`src/rtl/lsu_mem.sv`:
```
// lsu_mem: memory / write-back stage that sits directly after execute.
//
// Takes the load/store descriptor from execute. It issues one data-bus
// transaction for each load or store, and stalls execute until that transaction
// completes. It aligns and extends load data, and drives the single
// register-file write port. The write-back value is also the forwarding value
// returned to execute.
//
// Ports
//   clk, rst                  clock, synchronous active-high reset
//   lsu_op_typ_i              0 none, 1 load, 2 store
//   lsu_width_i               funct3: 0 B, 1 H, 2 W, 4 BU, 5 HU
//   lsu_addr_i, lsu_wdata_i   byte address and store data from execute
//   rd_addr_i                 destination register of the op in execute
//   ex_result_i, ex_rd_addr_i, ex_we_rd_i   registered execute result
//   lsu_bp_o                  back-pressure to execute
//   dreq_*                    data-bus request channel (valid/ready)
//   dresp_*                   data-bus response channel (single-cycle pulse)
//   wb_value_o, wb_rd_addr_o, wb_we_o       register-file write port
//   lsu_trap_o, lsu_trap_cause_o, lsu_trap_addr_o   trap request
module lsu_mem #(
  parameter int unsigned TRAP_MISALIGN = 1
) (
  input  logic        clk,
  input  logic        rst,
  input  logic [1:0]  lsu_op_typ_i,
  input  logic [2:0]  lsu_width_i,
  input  logic [31:0] lsu_addr_i,
  input  logic [31:0] lsu_wdata_i,
  input  logic [4:0]  rd_addr_i,
  input  logic [31:0] ex_result_i,
  input  logic [4:0]  ex_rd_addr_i,
  input  logic        ex_we_rd_i,
  output logic        lsu_bp_o,
  output logic        dreq_valid_o,
  input  logic        dreq_ready_i,
  output logic [31:0] dreq_addr_o,
  output logic        dreq_we_o,
  output logic [3:0]  dreq_wstrb_o,
  output logic [31:0] dreq_wdata_o,
  input  logic        dresp_valid_i,
  input  logic [31:0] dresp_rdata_i,
  input  logic        dresp_err_i,
  output logic [31:0] wb_value_o,
  output logic [4:0]  wb_rd_addr_o,
  output logic        wb_we_o,
  output logic        lsu_trap_o,
  output logic [3:0]  lsu_trap_cause_o,
  output logic [31:0] lsu_trap_addr_o
);

  localparam logic [1:0] OpLoad  = 2'd1;
  localparam logic [1:0] OpStore = 2'd2;

  localparam logic [2:0] WidthB  = 3'd0;
  localparam logic [2:0] WidthH  = 3'd1;
  localparam logic [2:0] WidthW  = 3'd2;
  localparam logic [2:0] WidthBu = 3'd4;
  localparam logic [2:0] WidthHu = 3'd5;

  typedef enum logic [1:0] {StIdle, StReq, StResp} state_e;

  state_e      state_q, state_d;
  logic        is_store_q, is_store_d;
  logic [2:0]  width_q, width_d;
  logic [31:0] addr_q, addr_d;
  logic [31:0] wdata_q, wdata_d;
  logic [4:0]  rd_q, rd_d;

  logic        op_valid;
  logic        misaligned;
  logic        trap_misalign;
  logic        accept;
  logic        resp_fire;
  logic [31:0] addr_cap;
  logic [7:0]  ld_byte;
  logic [15:0] ld_half;
  logic [31:0] ld_data;

  // Decode of the op presented by execute.
  always_comb begin
    op_valid   = (lsu_op_typ_i == OpLoad) || (lsu_op_typ_i == OpStore);
    misaligned = 1'b0;
    addr_cap   = lsu_addr_i;
    case (lsu_width_i)
      WidthH, WidthHu: begin
        misaligned  = lsu_addr_i[0];
        addr_cap[0] = (TRAP_MISALIGN != 0) ? lsu_addr_i[0] : 1'b0;
      end
      WidthW: begin
        misaligned    = (lsu_addr_i[1:0] != 2'b00);
        addr_cap[1:0] = (TRAP_MISALIGN != 0) ? lsu_addr_i[1:0] : 2'b00;
      end
      default: ;
    endcase
    trap_misalign = (TRAP_MISALIGN != 0) && (state_q == StIdle) && op_valid && misaligned;
    accept        = (state_q == StIdle) && op_valid && !trap_misalign;
    resp_fire     = (state_q == StResp) && dresp_valid_i;
  end

  // Next state and capture.
  always_comb begin
    state_d    = state_q;
    is_store_d = is_store_q;
    width_d    = width_q;
    addr_d     = addr_q;
    wdata_d    = wdata_q;
    rd_d       = rd_q;
    unique case (state_q)
      StIdle: begin
        if (accept) begin
          is_store_d = (lsu_op_typ_i == OpStore);
          width_d    = lsu_width_i;
          addr_d     = addr_cap;
          wdata_d    = lsu_wdata_i;
          rd_d       = rd_addr_i;
          state_d    = StReq;
        end
      end
      // A response seen here is not ours yet; only RESP accepts one.
      StReq:  if (dreq_ready_i) state_d = StResp;
      StResp: if (dresp_valid_i) state_d = StIdle;
      default: state_d = StIdle;
    endcase
  end

  always_ff @(posedge clk) begin
    if (rst) begin
      state_q    <= StIdle;
      is_store_q <= 1'b0;
      width_q    <= 3'd0;
      addr_q     <= 32'd0;
      wdata_q    <= 32'd0;
      rd_q       <= 5'd0;
    end else begin
      state_q    <= state_d;
      is_store_q <= is_store_d;
      width_q    <= width_d;
      addr_q     <= addr_d;
      wdata_q    <= wdata_d;
      rd_q       <= rd_d;
    end
  end

  // Bus request comes purely from captured fields, so it is stable while in REQ.
  always_comb begin
    dreq_valid_o = (state_q == StReq);
    dreq_addr_o  = {addr_q[31:2], 2'b00};
    dreq_we_o    = is_store_q;
    case (width_q)
      WidthB: begin
        dreq_wstrb_o = 4'b0001 << addr_q[1:0];
        dreq_wdata_o = {4{wdata_q[7:0]}};
      end
      WidthH: begin
        dreq_wstrb_o = addr_q[1] ? 4'b1100 : 4'b0011;
        dreq_wdata_o = {2{wdata_q[15:0]}};
      end
      default: begin
        dreq_wstrb_o = 4'b1111;
        dreq_wdata_o = wdata_q;
      end
    endcase
  end

  // Load lane select and extension.
  always_comb begin
    case (addr_q[1:0])
      2'd0:    ld_byte = dresp_rdata_i[7:0];
      2'd1:    ld_byte = dresp_rdata_i[15:8];
      2'd2:    ld_byte = dresp_rdata_i[23:16];
      default: ld_byte = dresp_rdata_i[31:24];
    endcase
    ld_half = addr_q[1] ? dresp_rdata_i[31:16] : dresp_rdata_i[15:0];
    case (width_q)
      WidthB:  ld_data = {{24{ld_byte[7]}}, ld_byte};
      WidthBu: ld_data = {24'd0, ld_byte};
      WidthH:  ld_data = {{16{ld_half[15]}}, ld_half};
      WidthHu: ld_data = {16'd0, ld_half};
      default: ld_data = dresp_rdata_i;
    endcase
  end

  // Back-pressure, write-back mux and traps.
  always_comb begin
    lsu_bp_o = accept || (state_q == StReq) || ((state_q == StResp) && !dresp_valid_i);

    wb_value_o   = ex_result_i;
    wb_rd_addr_o = ex_rd_addr_i;
    wb_we_o      = ex_we_rd_i && (ex_rd_addr_i != 5'd0);

    lsu_trap_o       = 1'b0;
    lsu_trap_cause_o = 4'd0;
    lsu_trap_addr_o  = 32'd0;

    if (trap_misalign) begin
      lsu_trap_o       = 1'b1;
      lsu_trap_cause_o = (lsu_op_typ_i == OpStore) ? 4'd6 : 4'd4;
      lsu_trap_addr_o  = lsu_addr_i;
    end

    if (resp_fire) begin
      if (dresp_err_i) begin
        lsu_trap_o       = 1'b1;
        lsu_trap_cause_o = is_store_q ? 4'd7 : 4'd5;
        lsu_trap_addr_o  = addr_q;
        wb_we_o          = 1'b0;
      end else if (!is_store_q) begin
        wb_value_o   = ld_data;
        wb_rd_addr_o = rd_q;
        wb_we_o      = (rd_q != 5'd0);
      end
    end
  end

endmodule

```
`config.mk`:
```
export PLATFORM = sky130hd
export DESIGN_NAME = lsu_mem
export DESIGN_NICKNAME = d
export VERILOG_FILES = /design/src/rtl/lsu_mem.sv
export SDC_FILE = /design/constraint.sdc
export NUM_CORES = 1
export LEC_CHECK = 0
export CAP_MARGIN = 40
export CORE_MARGIN = 2
export CORE_UTILIZATION = 39
export CTS_CLUSTER_SIZE = 40
export DETAILED_ROUTE_END_ITERATION = 10
export PLACE_DENSITY_LB_ADDON = 0.05
export SYNTH_ARGS = -nofsm -noshare
export SYNTH_HDL_FRONTEND = slang
export SYNTH_SLANG_ARGS = --single-unit
```
`constraint.sdc`:
```
create_clock -name clk -period 2.4 [get_ports clk]
set_clock_uncertainty 0.15 [all_clocks]
set_input_delay 0.36 -clock clk [delete_from_list [all_inputs] [get_ports clk]]
set_output_delay 0.36 -clock clk [all_outputs]
set_load 0.1 [all_outputs]
```
==> images/met1.png <==
The bar under the picture is 20 µm long.
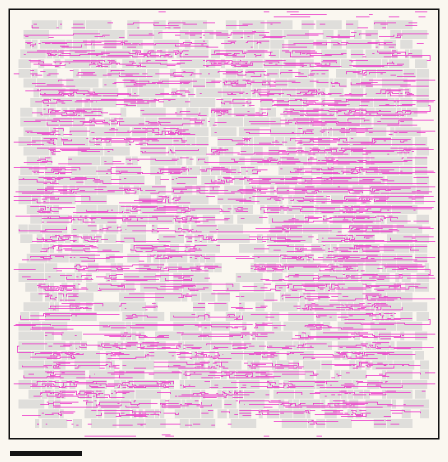
The layer holds 39% of the routed length. 994 nets have wire on it. The layer carries 9560 µm of wire. The wires run mostly horizontal.
vias: 6883
Routed WL: 24360 µm

==> images/met2.png <==
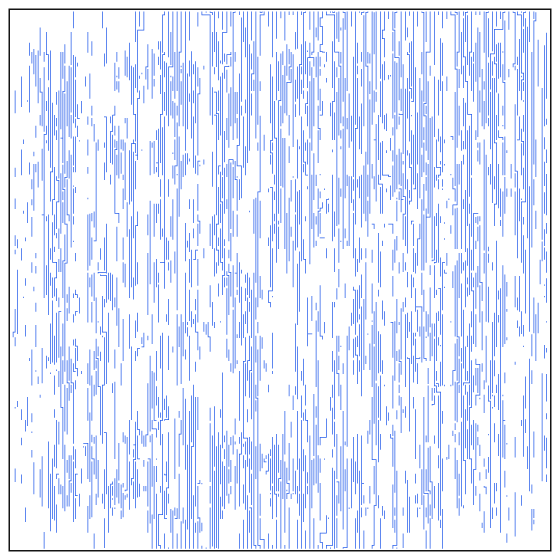
1059 nets have wire on it. The layer carries 11800 µm of wire. The longest straight run is 60.3 µm.
M2 GR Usage: 53.14%

==> metrics.cfg <==
[final_timing]
finalSetupViolations=56
tightest_slew_ps=684.5
finalClockPeriodUsage_pct=108.0
worst_slack_ps=-192.1
final_period_minus_worst_setup_slack_ps=2592
worst_slew_margin_rel_pct=54.37
finalHoldWorstSlack_ps=275.4
rsz_0062_raised_after_global_routing=yes
fmaxAchievable_mhz=385.8
drv_slew=0
final.setup.tns_ps=-4639
final_hold_viol_count=0

[run]
cap_violations=0
stage_log_warnings=29

[place]
placed_cell_area_um2=10040
gpl.final_weighted_congestion=0.9320
place_worst_setup_slack_ps=-230.7
port-buffer-count=291
place.detailed.instances=1165
dp_hpwl_um=16860

[yosys]
post-synth-top-area-cell=sky130_fd_sc_hd__dfxtp_1
flip_flops_with_a_built_in_enable=0
postSynthAreaPerCell_um2=6.899
syn-cell-area_um2=5223
yosys.stat.chipArea_um2=5223
sequential_to_total_area_share_from_yosys_stat_pct=28.75
synth_flop_count=75
yosys-stat-cells=757
synth.top_cells.by_count=142 x sky130_fd_sc_hd__a21oi_1, 115 x sky130_fd_sc_hd__nand2_1, 88 x sky130_fd_sc_hd__o21ai_0
ys.flop_type=sky130_fd_sc_hd__dfxtp_1
fraction_of_synthesized_cell_area_taken_by_the_top_area_cell_type_pct=28.75
synth.lib_cells_used.distinct=46
synthTopCellsByArea=sky130_fd_sc_hd__dfxtp_1 29%, sky130_fd_sc_hd__a21oi_1 14%, sky130_fd_sc_hd__o21ai_0 8.4%
synthArstFlopShare_pct=0
yosys.cell_count.top_type=sky130_fd_sc_hd__a21oi_1
mapped_cells=757
count_of_warnings_emitted_by_yosys=0

[power_and_ir_drop]
vdd_ir_drop_max_uv=528.3
comb_power_share_pct=56.9
total_power_mw=6.360
switching_power_mw=2.986
total_leakage_power_nw=4.257
power.internal_mw=3.374
seq_power_share_pct=22.8
switching_share_pct=46.94
power.share.clock_pct=20.2
power.density_nw_per_um2=585.6

[clock_network]
cts.sinks=75
clock_latency_ps=340
worst_setup_hold_path_clk_slew_ps=60
total_clock_buffers_created_by_cts=9
clockBufferDepth=2
clock_tree.htree_level_count=3
tritoncts=yes
clk_root_buffer_cell=sky130_fd_sc_hd__clkbuf_16

[floorplan]
ios=295
dieWidth_um=119.7
floorplan.core_area_um2=13140
rows=42
die_height_um=119.7
dieArea_um2=14330
floorplan.core_util_pct=39.75

[min_path]
hold_start=lsu_width_i[2]
min_delay_worst_endpoint=width_q[2]
worst_hold_path_type=input pin to flop
whs_path_depth=3

[detailed_routing]
route.detailed.wl_per_inst_um=20.18
antenna_left=0
met1_length_um=9557
drt_first_pass_iters=5
vias_per_cell=5.703
drt_drc_violations_left=0
met2_wirelength_um=11780
top_signal_layer_used=met4
met3WireLength_um=1974
initialDrtViolationCount=554

[critical_path]
crit_path_max_fanout=6
startpoint_class=flop
critical_path.n_buffers_inverters=2
crit_path_top_delay_cell=sky130_fd_sc_hd__mux4_2
type_of_the_worst_setup_path=flop to output pin
r2r-start=state_q[0]
endpoint_kind=output pin
crit_family=multiplexers
crit_chain=mux4_2 > a21oi_4 > buf_4 > a221oi_2 > a21o_2 > buf_12
launching_instance_or_port_of_the_critical_path=addr_q[1]
timing.critical_path.slowest_cell_delay_ps=560
ff2ff_setup_slack_ps=460
arrival_ps=2080
worst-endpoint-required_ps=1890
regToRegEndpoint=wdata_q[18]
worst-r2r-cell-count=8

[cells_and_area]
layoutNonFillerInstCount=1207
postLayoutCoreUtil_pct=82.67
final.fill_count=798
final_design_area_no_fill_um2=10860
final_layout_size_suffix_gt1_share_pct=38.39
final_net_count=1174
area_growth_syn_to_layout_pct=108.0

[global_routing]
vias_in_the_first_global_route=6827
globalRouteOverflowTotal=0
grt_start_max_net_pins=76
grt_util_all_layers_pct=31.91
wire_length_of_the_first_global_routing_pass_um=36600
antenna_found_initial=1

[status]
failed_checks=negative setup slack
run_status=finished, violations left

[worst reg2reg max path: stages (launching register included)]
cell and delay [ps]:
sky130_fd_sc_hd__dfxtp_2 320, sky130_fd_sc_hd__buf_4 120, sky130_fd_sc_hd__buf_4 140, sky130_fd_sc_hd__nor3_4 220, sky130_fd_sc_hd__buf_4 150, sky130_fd_sc_hd__buf_4 110
sky130_fd_sc_hd__buf_12 300, sky130_fd_sc_hd__nand3_1 190, sky130_fd_sc_hd__a21oi_1 170
[repair_timing]
action	in CTS	in global routing
gates resized	47	55
pin swaps	8	14
gates cloned	2	3
buffers inserted	7	12
setup endpoints to repair	76	73
hold buffers	0	0
[sequential cells by signal (all words and copies together), names as in the netlist]
name / flops
addr_q: 32
dreq_we_o: 1
rd_q: 5
state_q: 2
wdata_q: 32
width_q: 3
[power by group through the flow]
stage                     combinational (mW)  clock (mW)  sequential (mW)
after CTS                               3.56        1.30             1.44
after global routing                    3.74        1.34             1.46
after detailed placement                3.51           0             1.47
after floorplan                         2.33           0             1.44
final                                   3.62        1.29             1.45
after global placement                  3.47           0             1.46
[layout by cell type, fill, tap and decap left out, types with 23 or more instances in the layout]
cell type                         instances
sky130_fd_sc_hd__nand3_1                 80
sky130_fd_sc_hd__a21oi_1                 80
sky130_fd_sc_hd__clkdlybuf4s50_1        132
sky130_fd_sc_hd__a21oi_4                 62
sky130_fd_sc_hd__mux2_2                  23
sky130_fd_sc_hd__nand2_1                103
sky130_fd_sc_hd__nor2_1                  29
sky130_fd_sc_hd__buf_4                   86
sky130_fd_sc_hd__dfxtp_1                 70
sky130_fd_sc_hd__o21ai_0                 72
sky130_fd_sc_hd__buf_12                 120
[cell type report]
| cell class | instances | area, µm² | share of cell area (%) |
|---|---|---|---|
| Clock buffer | 12 | 256.5 | 2.362 |
| Antenna cell | 2 | 5.005 | 0.04608 |
| Sequential cell | 75 | 1515 | 13.95 |
| Clock inverter | 4 | 25.02 | 0.2304 |
| Inverter | 13 | 63.81 | 0.5876 |
| Timing Repair Buffer | 368 | 4745 | 43.69 |
| Multi-Input combinational cell | 556 | 4023 | 37.04 |
| Tap cell | 176 | 220.2 | 2.028 |
| Timing Repair inverter | 1 | 7.507 | 0.06912 |
[how the worst max path moves through the flow]
stage	end	slack [ps]	depth (start not counted)
after floorplan	dreq_wstrb_o[2]	-500	5
after global placement	wb_value_o[11]	-190	6
after detailed placement	wb_value_o[14]	-230	6
final	wb_value_o[15]	-190	6
after CTS	wb_value_o[8]	-180	6
after global routing	wb_value_o[15]	-220	6
[routing by layer]
metal | GRT usage (%) | up-vias
met5 | 0 | -
met4 | 14.56 | 0
met3 | 7.842 | 68
met2 | 53.14 | 383
met1 | 38.84 | 3294
li1 | - | 3138
[cell families (layout without fill, tap and decap cells)]
logic type / count (synthesis) / in the layout / share of synthesized area [%]
mux: 35 / 35 / 7.714
fa+ha+maj: 1 / 1 / 0.2395
simple gates: 250 / 250 / 21.90
buf+inv: 128 / 398 / 13.30
flops: 75 / 75 / 28.75
compound gates: 267 / 267 / 28.03
other cells: 1 / 5 / 0.07180
